met1.png
Scale bar: 20 um.
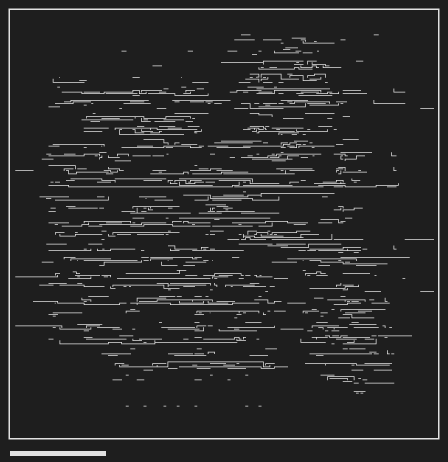
density.png
Scale bar: 20 um. The die is cut into 9 by 9 equal tiles; black is low, pale yellow is high, 0 to 100% covered.
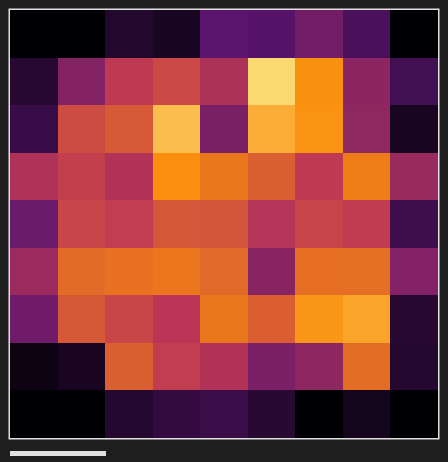
wire_density.png
Scale bar: 20 um. The die is cut into 18 by 18 equal tiles; black is low, pale yellow is high, scaled to the fullest tile. Values are wire area over tile area, all layers added.
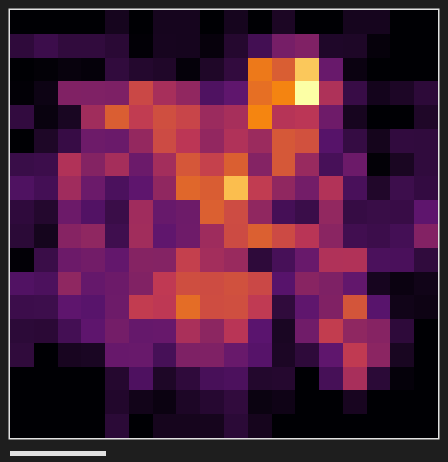
met2.png
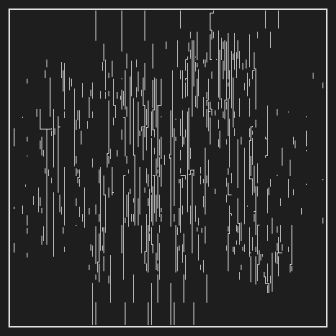
<file path="config.mk">
export PLATFORM = sky130hd
export DESIGN_NAME = seven_seg_scan_driver
export DESIGN_NICKNAME = d
export VERILOG_FILES = /design/src/rtl/seven_seg_pkg.sv /design/src/rtl/seven_seg_scan_driver_hex_to_seg.sv /design/src/rtl/seven_seg_scan_driver.sv
export SDC_FILE = /design/constraint.sdc
export NUM_CORES = 1
export LEC_CHECK = 0
export CAP_MARGIN = 0
export CORE_MARGIN = 3
export CORE_UTILIZATION = 40
export DETAILED_ROUTE_END_ITERATION = 10
export SYNTH_ARGS = -nofsm -noshare
export SYNTH_HDL_FRONTEND = slang
export SYNTH_SLANG_ARGS = --single-unit
</file>
<file path="constraint.sdc">
create_clock -name sysclk -period 5.4 [get_ports sysclk]
set_input_delay 0.54 -clock sysclk [delete_from_list [all_inputs] [get_ports sysclk]]
set_output_delay 0.54 -clock sysclk [all_outputs]
set_load 0.01 [all_outputs]
</file>
<file path="src/rtl/seven_seg_pkg.sv">
// Shared constants, segment patterns and state encoding for the seven-segment scan driver.
package seven_seg_pkg;

  localparam int NUM_DIGITS = 4;
  localparam logic [6:0] SEG_OFF = 7'h7F;
  localparam logic [3:0] AN_OFF = 4'hF;

  // Active-low {g,f,e,d,c,b,a} patterns, entry 15 (F) first down to entry 0.
  localparam logic [15:0][6:0] SEG_TABLE = {
    7'h0E,  // F
    7'h06,  // E
    7'h21,  // d
    7'h46,  // C
    7'h03,  // b
    7'h08,  // A
    7'h10,  // 9
    7'h00,  // 8
    7'h78,  // 7
    7'h02,  // 6
    7'h12,  // 5
    7'h19,  // 4
    7'h30,  // 3
    7'h24,  // 2
    7'h79,  // 1
    7'h40   // 0
  };

  typedef enum logic {
    ST_BLANK = 1'b0,
    ST_DRIVE = 1'b1
  } state_t;

endpackage

</file>
<file path="src/rtl/seven_seg_scan_driver_hex_to_seg.sv">
// Combinational hex nibble to active-low seven-segment pattern.
module hex_to_seg
  import seven_seg_pkg::*;
(
  input  logic [3:0] nibble,
  output logic [6:0] seg_n
);

  assign seg_n = SEG_TABLE[nibble];

endmodule

</file>
<file path="src/rtl/seven_seg_scan_driver.sv">
// Multiplexed 4-digit common-anode display driver with frame-aligned double buffering,
// an all-off blanking gap on every digit change and optional leading-zero blanking.
module seven_seg_scan_driver
  import seven_seg_pkg::*;
#(
  parameter int BLANK_CYCLES = 4
) (
  input  logic        sysclk,
  input  logic        reset,
  input  logic [1:0]  digit_sel,
  input  logic [15:0] value,
  input  logic [3:0]  dp_in,
  input  logic        value_valid,
  input  logic        lzb_en,
  output logic [3:0]  an_n,
  output logic [6:0]  seg_n,
  output logic        dp_n,
  output logic        frame_done
);

  localparam logic [7:0] BLANK_LAST = 8'(BLANK_CYCLES - 1);

  state_t      state_reg, state_next;
  logic [7:0]  blank_cnt_reg, blank_cnt_next;
  logic [1:0]  prev_sel_reg;
  logic [15:0] shadow_value_reg, active_value_reg;
  logic [3:0]  shadow_dp_reg, active_dp_reg;
  logic        pending_reg;
  logic [3:0]  an_next;
  logic [6:0]  seg_next;
  logic        dp_next;

  logic        change;
  logic        boundary;
  logic [3:0]  nibble [NUM_DIGITS];
  logic [NUM_DIGITS-1:0] lead_zero;
  logic [3:0]  sel_nibble;
  logic [6:0]  decoded_seg;

  assign change   = (digit_sel != prev_sel_reg);
  assign boundary = change && (prev_sel_reg == 2'd3) && (digit_sel == 2'd0);

  // A digit counts as a leading zero when it and every more significant nibble are zero;
  // the rightmost digit always shows, so a zero value still reads "0".
  genvar gi;
  generate
    for (gi = 0; gi < NUM_DIGITS; gi++) begin : g_digit
      assign nibble[gi] = active_value_reg[4*gi +: 4];
      if (gi == 0) begin : g_first
        assign lead_zero[gi] = 1'b0;
      end else begin : g_upper
        assign lead_zero[gi] = (active_value_reg[15:4*gi] == '0);
      end
    end
  endgenerate

  assign sel_nibble = nibble[prev_sel_reg];

  hex_to_seg u_hex_to_seg (
    .nibble (sel_nibble),
    .seg_n  (decoded_seg)
  );

  // State register, blanking counter and digit-select history.
  always_ff @(posedge sysclk) begin
    if (reset) begin
      state_reg     <= ST_BLANK;
      blank_cnt_reg <= 8'd0;
      prev_sel_reg  <= 2'd0;
    end else begin
      state_reg     <= state_next;
      blank_cnt_reg <= blank_cnt_next;
      prev_sel_reg  <= digit_sel;
    end
  end

  // Next state: any digit change (re)starts the gap; the gap ends after BLANK_CYCLES cycles.
  always_comb begin
    state_next     = state_reg;
    blank_cnt_next = blank_cnt_reg;
    if (change) begin
      state_next     = ST_BLANK;
      blank_cnt_next = 8'd0;
    end else if (state_reg == ST_BLANK) begin
      blank_cnt_next = blank_cnt_reg + 8'd1;
      if (blank_cnt_reg == BLANK_LAST) begin
        state_next = ST_DRIVE;
      end
    end
  end

  // Output decode for the current state; registered below so outputs are glitch-free.
  always_comb begin
    an_next  = AN_OFF;
    seg_next = SEG_OFF;
    dp_next  = 1'b1;
    if (state_reg == ST_DRIVE) begin
      an_next  = ~(4'b0001 << prev_sel_reg);
      seg_next = (lzb_en && lead_zero[prev_sel_reg]) ? SEG_OFF : decoded_seg;
      dp_next  = ~active_dp_reg[prev_sel_reg];
    end
  end

  // Output registers and frame-wrap pulse.
  always_ff @(posedge sysclk) begin
    if (reset) begin
      an_n       <= AN_OFF;
      seg_n      <= SEG_OFF;
      dp_n       <= 1'b1;
      frame_done <= 1'b0;
    end else begin
      an_n       <= an_next;
      seg_n      <= seg_next;
      dp_n       <= dp_next;
      frame_done <= boundary;
    end
  end

  // Double buffer: strobes land in shadow; shadow moves to active only on a 3->0 wrap.
  // A strobe coinciding with the wrap is kept pending for the following wrap.
  always_ff @(posedge sysclk) begin
    if (reset) begin
      shadow_value_reg <= 16'd0;
      shadow_dp_reg    <= 4'd0;
      active_value_reg <= 16'd0;
      active_dp_reg    <= 4'd0;
      pending_reg      <= 1'b0;
    end else begin
      if (boundary && pending_reg) begin
        active_value_reg <= shadow_value_reg;
        active_dp_reg    <= shadow_dp_reg;
        pending_reg      <= 1'b0;
      end
      if (value_valid) begin
        shadow_value_reg <= value;
        shadow_dp_reg    <= dp_in;
        pending_reg      <= 1'b1;
      end
    end
  end

endmodule

</file>
==> impl_metrics.py <==
# Auto-generated metrics
metrics = {
    "critical_path": {
        "cp-end-kind": "register",
        "path_buffers": 0,
        "r2r_end": "seg_n[0]$_SDFF_PP1_",
        "reg2regPathDepth": 6,
        "r2r_slack_ns": 3.00,
        "crit_chain": "mux4_2 -> ha_1 -> nor3_1 -> a311oi_1 -> a21oi_1 -> o21ai_1",
        "slowest_stage": "dfxtp_1",
        "cp_max_fo": 16,
        "slowest_delay_ns": 0.83,
        "worst_ep_required_time_ns": 5.61,
        "rr_startpoint": "prev_sel_reg[0]$_SDFF_PP0_",
        "startpoint": "prev_sel_reg[0]$_SDFF_PP0_",
        "criticalPathCategory": "reg2reg",
    },
    "logic_synthesis": {
        "ys.flop_type": "dfxtp_1",
        "adder_share_pct": 3.18,
        "netlist_top_cells_count": "65 x dfxtp_1, 47 x nand2_1, 39 x nor2_1, 26 x a21oi_1, 23 x mux2i_1",
        "syn_inst": 290,
        "synth.area.top_cells": "dfxtp_1 47%, mux2i_1 8.4%, nand2_1 6.4%, nor2_1 5.3%, a21oi_1 4.7%",
        "yosysWarnings": 0,
        "synth.most_common_cell": "dfxtp_1",
        "simple_gate_area_share_pct": 17.4,
        "edf_count": 0,
        "synth_top_area_share_pct": 47.3,
        "ys_top_logic_family": "simple AND/OR/NAND/NOR gates",
        "compound_area_share_pct": 9.31,
        "ys_types": 39,
        "synthXorXnorAreaFrac_pct": 3.50,
        "synth-seq-cells": 65,
        "yosysTopAreaCell": "dfxtp_1",
    },
    "worst_hold_path": {
        "hp-start": "shadow_value_reg[1]$_SDFFE_PP0P_",
        "holdPathEnd": "active_value_reg[1]$_SDFFE_PP0P_",
        "holdPathStages": 2,
    },
    "cells_and_area": {
        "nonClkBufAreaFrac_pct": 11.9,
        "nNetsFinal": 356,
        "combGateArea_um2": 1330,
        "inv_count": 4,
        "clock_area_share_pct": 5.86,
        "sh_seq_area_pct": 39.1,
        "drive_gt1_share_pct": 9.17,
        "n_antenna_cell": 0,
        "comb_area_share_pct": 39.9,
        "final_cell_area_um2": 3330,
        "fillers": 631,
        "final_cell_count_no_fill": 404,
        "final_cell_mix": "65 x dfxtp_1, 47 x nand2_1, 39 x nor2_1",
        "comb_cells": 203,
        "n_all_buffers": 40,
        "seq_cells": 65,
        "nClkBuffers": 12,
        "regArea_um2": 1300,
        "lay_top_count": "dfxtp_1",
    },
    "sta": {
        "slew_viol_final": 0,
        "final_hold_viol_count": 0,
        "whs_ns": 0.454,
        "maxSlewHeadroom_pct": 47.4,
        "finalCritPeriodShare_pct": 44.5,
        "final.min_clock_period_ns": 2.40,
        "rsz0062_at_grt": "false",
        "clock_skew_ns": 0.00709,
        "fin_setup_tns_ns": 0,
        "max_freq_ghz": 0.416,
    },
    "flow_run": {
        "warning_count": 31,
        "cap_violations": 0,
    },
    "clocking": {
        "clk_pin_slew_ns": 0.07,
        "cts_setup_buffers": 0,
        "root_buffer": "clkbuf_8",
        "cts_made_buffers": 9,
        "cts_buffer_depth": 2,
        "cts_htree_levels": 3,
        "cts-hold-fix-buffers": 0,
        "cts_sinks": 65,
        "clock_latency_ns": 0.34,
    },
    "power_and_ir_drop": {
        "top_power_group": "registers",
        "p_per_area_nw_per_um2": 288,
        "pg_comb_mw": 0.0525,
        "seqPwrFrac_pct": 52.3,
        "swShare_pct": 21.1,
        "p_seq_mw": 0.501,
        "power_mw": 0.959,
        "p_switching_mw": 0.202,
        "clkPwrFrac_pct": 42.3,
        "p_leak_nw": 1.26,
    },
    "drt": {
        "dr_wl_met2_um": 2320,
        "top_layer_used": "met4",
        "drc": 0,
        "drtIter0Drc": 68,
        "wl_met3_um": 268,
        "firstDrtPassIters": 4,
        "wl_met1_um": 2560,
        "ant_nets": 0,
    },
    "global_routing": {
        "grt_start_max_net_pins": 48,
        "antenna_found_initial": 0,
        "grt_pass1_vias": 1877,
        "grt_busiest_layer": "met2",
        "grt_remaining_overflow": 0,
        "grt_first_pass_wirelength_um": 8850,
    },
    "placed_design": {
        "place_ws_ns": 2.99,
        "hpwl_um": 3560,
        "io_buffers": 38,
        "place_congestion": 0.825,
    },
    "floorplan": {
        "die_h_um": 89.0,
        "die_w_um": 89.0,
    },
    "run_status": {
        "status": "complete, no violations",
    },
}
## Picture notes: met1.png
wire length on this layer: 2560 um
share of all routed wire: 49%
longest straight run: 34.0 um
main direction: horizontal
GR Util met1: 19.0%
Routed Wire Length: 5210 um

## Picture notes: density.png
mean over tiles: 41%
densest ninth of the die: centre
fullest tile: 92%
tiles over 75% full: 9.9%
nearly empty tiles: 8.6%
starting density of the core: 42.4%
area of the core: 6490 um2
final core occ: 51.3%

## Picture notes: wire_density.png
fullest tile: 0.45
emptiest ninth of the die: lower left
densest ninth of the die: centre
mean over tiles: 0.10
nearly empty tiles: 19%
drt wl/cell: 12.9 um
gr usage total: 14.7%
Via Count: 2024

## Picture notes: met2.png
longest straight run: 32.5 um
wire length on this layer: 2320 um
nets with wire on the layer: 278
main direction: vertical
share of all routed wire: 44%
met2 GRT Util: 22.2%

